==> images/m2.png <==
(1 px per um)
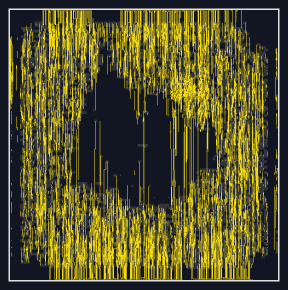
==> images/ff_map.png <==
(2 px per um) Other sequential cells in the stronger gray, the rest of the logic in the fainter gray.
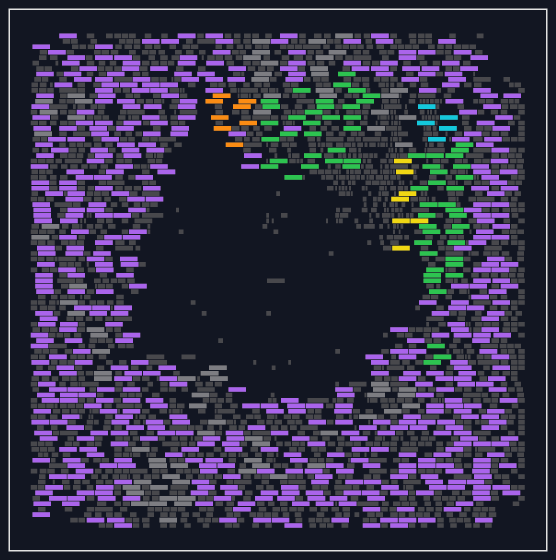
==> config.mk <==
export PLATFORM = sky130hd
export DESIGN_NAME = sc_insn_list_unpack
export DESIGN_NICKNAME = d
export VERILOG_FILES = /design/src/rtl/sc_insn_list_unpack.sv
export SDC_FILE = /design/constraint.sdc
export NUM_CORES = 1
export LEC_CHECK = 0
export CAP_MARGIN = 20
export CORE_AREA = 10 10 258 260
export DETAILED_ROUTE_END_ITERATION = 10
export DIE_AREA = 0 0 268 270
export PLACE_DENSITY = 0.78
export REMOVE_ABC_BUFFERS = 1
export SLEW_MARGIN = 20
export SYNTH_ARGS = -nofsm -noshare
export SYNTH_HDL_FRONTEND = slang
export SYNTH_SLANG_ARGS = --single-unit
==> constraint.sdc <==
create_clock -name clk -period 28.2 [get_ports clk]
set_input_delay 5.64 -clock clk [delete_from_list [all_inputs] [get_ports clk]]
set_output_delay 5.64 -clock clk [all_outputs]
set_load 0.01 [all_outputs]
==> run notes <==
Notes on the flow outputs.

- The site row count is 91.
- The count of clock tree sinks reads 674.
- After detailed routing, the met2 layer carries 44190 um of wire.
- The transition time of the tightest slew-check pin is 1040 ps.
- The run finished with clean final reports.
- The fraction of final layout cells sized beyond drive strength 1 reads 33.32%.
- The Yosys chip area reads 26410 sq um.
- Leaving out fill and tap cells, the most frequent cell in the layout is sky130_fd_sc_hd__dfrtp_1.
- The register with the most flip-flops in the layout has 512 of them.
- After detailed routing, the average wire length per cell comes to 27.93 um.
- The kind of cell with the highest combined delay on the critical path reads simple AND/OR/NAND/NOR gates.
- Setup violations remaining at the end of the flow were counted as 0.
- Each instance of the synthesized netlist takes up on average 15.11 sq um.
- In the routed design, unresolved DRC markers number 0.
- The number of global-route vias before repair was 19106.
- The largest net degree at the start of global routing reads 183.
- The worst register-to-register path has a setup slack of 24540 ps.
- The number of post-CTS setup repair buffers reads 0.
- Per the GRT log, the top usage layer is met2.
- The cell count after synthesis came out at 1748.
- The power share of the sequential group reads 48.9%.
- In this run the remaining antenna-violating nets after routing total 0.
- The number of cells on the worst hold path reads 1.
- The relative contribution of the clock network to total power is 44.7%.
- The die width is 268 um.
- The internal power is 1.558 mW.
- The share of the Yosys chip area taken by registers is 63.87%.
- The number of hold buffers added after CTS was 0.
- The top cell types in the final layout, fill and taps aside, are 674 x sky130_fd_sc_hd__dfrtp_1, 673 x sky130_fd_sc_hd__clkdlybuf4s50_1, 659 x sky130_fd_sc_hd__mux2_2, 92 x sky130_fd_sc_hd__nand2_1, 71 x sky130_fd_sc_hd__clkbuf_16.
- The largest fanout on the critical path is 3.
- The post-placement worst setup slack reads 18420 ps.
- The warning count from the yosys run is 0.
- Summed over all cells, the static leakage comes to 17.50 nW.
- The class of the tightest hold or removal check reads reg -> reg.
- Per the post-run analysis, buffers plus inverters along the critical path come to 1.
- In this run, the combinational gates consume 6.3% of the power.
- The worst setup path is launched from a register.
- The post-synth tally of flip-flops with integrated enable is 0.
- Looking at the clock tree report, the maximum root-to-sink buffer count equals 3.
- After detailed routing, the wire length on met1 is 34110 um.
- The reported combinational group power is 0.129 mW.
- The power group with the largest share is registers.
- The height of the die reads 270 um.
- Checking max transition, the worst relative margin is 30.68%.
- Traced cell by cell, the critical path runs through nor4_1 > nand4_1 > or4_1 > nor4_1 > nand3_1 > clkdlybuf4s50_1.
- Setup repair after global routing left no endpoint under its margin.
- The final weighted congestion of routability-driven global placement reads 0.8906.
- The starting density of the core is 43.11%.
- The pre-antenna-repair detailed-routing pass consisted of 8 iterations.
- The TritonCTS buffer count reads 71.
- The count of cell instances traversed by the critical path reads 6.
- The required time at the endpoint of the critical path is 22560 ps.
- Clock latency on the worst-skew pair, taken at its later pin, is 610 ps.
- The fraction of synthesis flops using an asynchronous set or reset pin reads 100.0%.
- Per the detail_route log, met3 wirelength is 8849 um.
- The number of pins exceeding their max-slew limit in the final report is 0.
- The floorplan core area is 61260 sq um.
- Counting instances in the post-synthesis netlist gives the leading cell types as 674 x sky130_fd_sc_hd__dfrtp_1, 659 x sky130_fd_sc_hd__mux2_2, 108 x sky130_fd_sc_hd__clkbuf_1.
- The HPWL reported at the end of detailed placement is 64200 um.
- Per the synth stats, the flop cell with the highest instance count is sky130_fd_sc_hd__dfrtp_1.
- The minimum hold slack reads 502.8 ps.
- The global-route usage over all layers is 24.58%.
- Counting stages on the worst path, the most repeated cell is sky130_fd_sc_hd__nor4_1.
- The share of synthesized area in the top cell type comes to 63.87%.
- The part of the cycle the worst path needs reads 32.43%.
- Among all stages on the critical path, the maximum delay recorded is 730 ps.
- The met1 track utilization from global routing reads 28.31%.
- The number of I/O port buffers reads 681.
- The leading cell type by number of instances after synthesis reads sky130_fd_sc_hd__dfrtp_1.
- Per the run report, area growth between synthesis and finish was 37.21%.
- The cell area that synthesis handed to floorplanning was 26410 sq um.
- STA puts the critical path data arrival time at 3510 ps.
- The initial antenna violation count was 4.
- The setup skew after layout is 23.48 ps.
- The total grt overflow is 0.
- The class of the most critical setup path reads reg -> out.
- After the first detailed-routing iteration, the DRC count stood at 1310.
- The synthesized design spends more area on one cell type than any other, namely sky130_fd_sc_hd__dfrtp_1.
- Ranked by total cell area, the synthesized netlist is headed by sky130_fd_sc_hd__dfrtp_1 64%, sky130_fd_sc_hd__mux2_2 28%, sky130_fd_sc_hd__clkbuf_1 1.5%.
- In the final layout, the fill cell count is 4583.
- The routed design could run at a clock period as short as 9146 ps.
- In this run the tools logged warnings totalling 34.
- The number of placed I/O pins reads 682.
- The switching share of power is 23.54%.
- In this run, post-CTS repair resized a total of 0 instances.
- The die area is 72360 sq um.
- The filler-free cell count of the finished design is 3258.
- The number of distinct library cell variants in the gate-level netlist after synthesis reads 50.
- The number of nets in the finished design is 2434.
- The worst vdd rail ir drop reads 41.79 uV.
- The endpoint kind of the worst setup timing path reads a primary output.
- The cell total in the yosys stat output is 1748.
- The cell count after placement is 3132.
About m2.png:
- main direction: vertical
- nets with wire on the layer: 2366
- share of all routed wire: 49%
Routed WL: 90990 um
GR met2 Demand/Resource: 40.89%
DR vias: 17792

About ff_map.png:
- purple: rec_dis (sequential cells 512; where widely spread)
- orange: rec_ext (sequential cells 8; where top middle)
- yellow: off_q (sequential cells 7)
- cyan: rec_count (sequential cells 5; where top right)
- green: rec_len (sequential cells 64)
share of cell area taken by flip-flops and latches: 46.55%
storage element area: 16870 sq um
Layout Utilization: 59.15%
power drawn by the sequential cells: 0.997 mW

## cell type report
cell class                      instances  area, sq um  area share, %
Antenna cell                            1        2.502       0.006906
Clock buffer                           97         1984          5.477
Tap cell                              790        988.4          2.728
Inverter                                6        30.03        0.08287
Multi-Input combinational cell        956         9096          25.10
Timing Repair Buffer                  706         7000          19.32
Clock inverter                         28        266.5         0.7355
Sequential cell                       674        16870          46.55
## stage by stage
step | cell area [sq um] | power, mW
after floorplan | 25970 | 1.061
after detailed placement | 33980 | 1.145
after global routing | 36230 | 2.102
final | 36230 | 2.038
after global placement | 33980 | 1.141
after CTS | 36230 | 2.056
## kinds of logic after synthesis
logic type	synth area share (%)
simple gates	4.435
buf+inv	1.753
fa+ha+maj	0.2843
flops	63.87
compound gates	1.109
mux	28.48
xor+xnor	0.06634
Power and IR drop assume default switching activity.
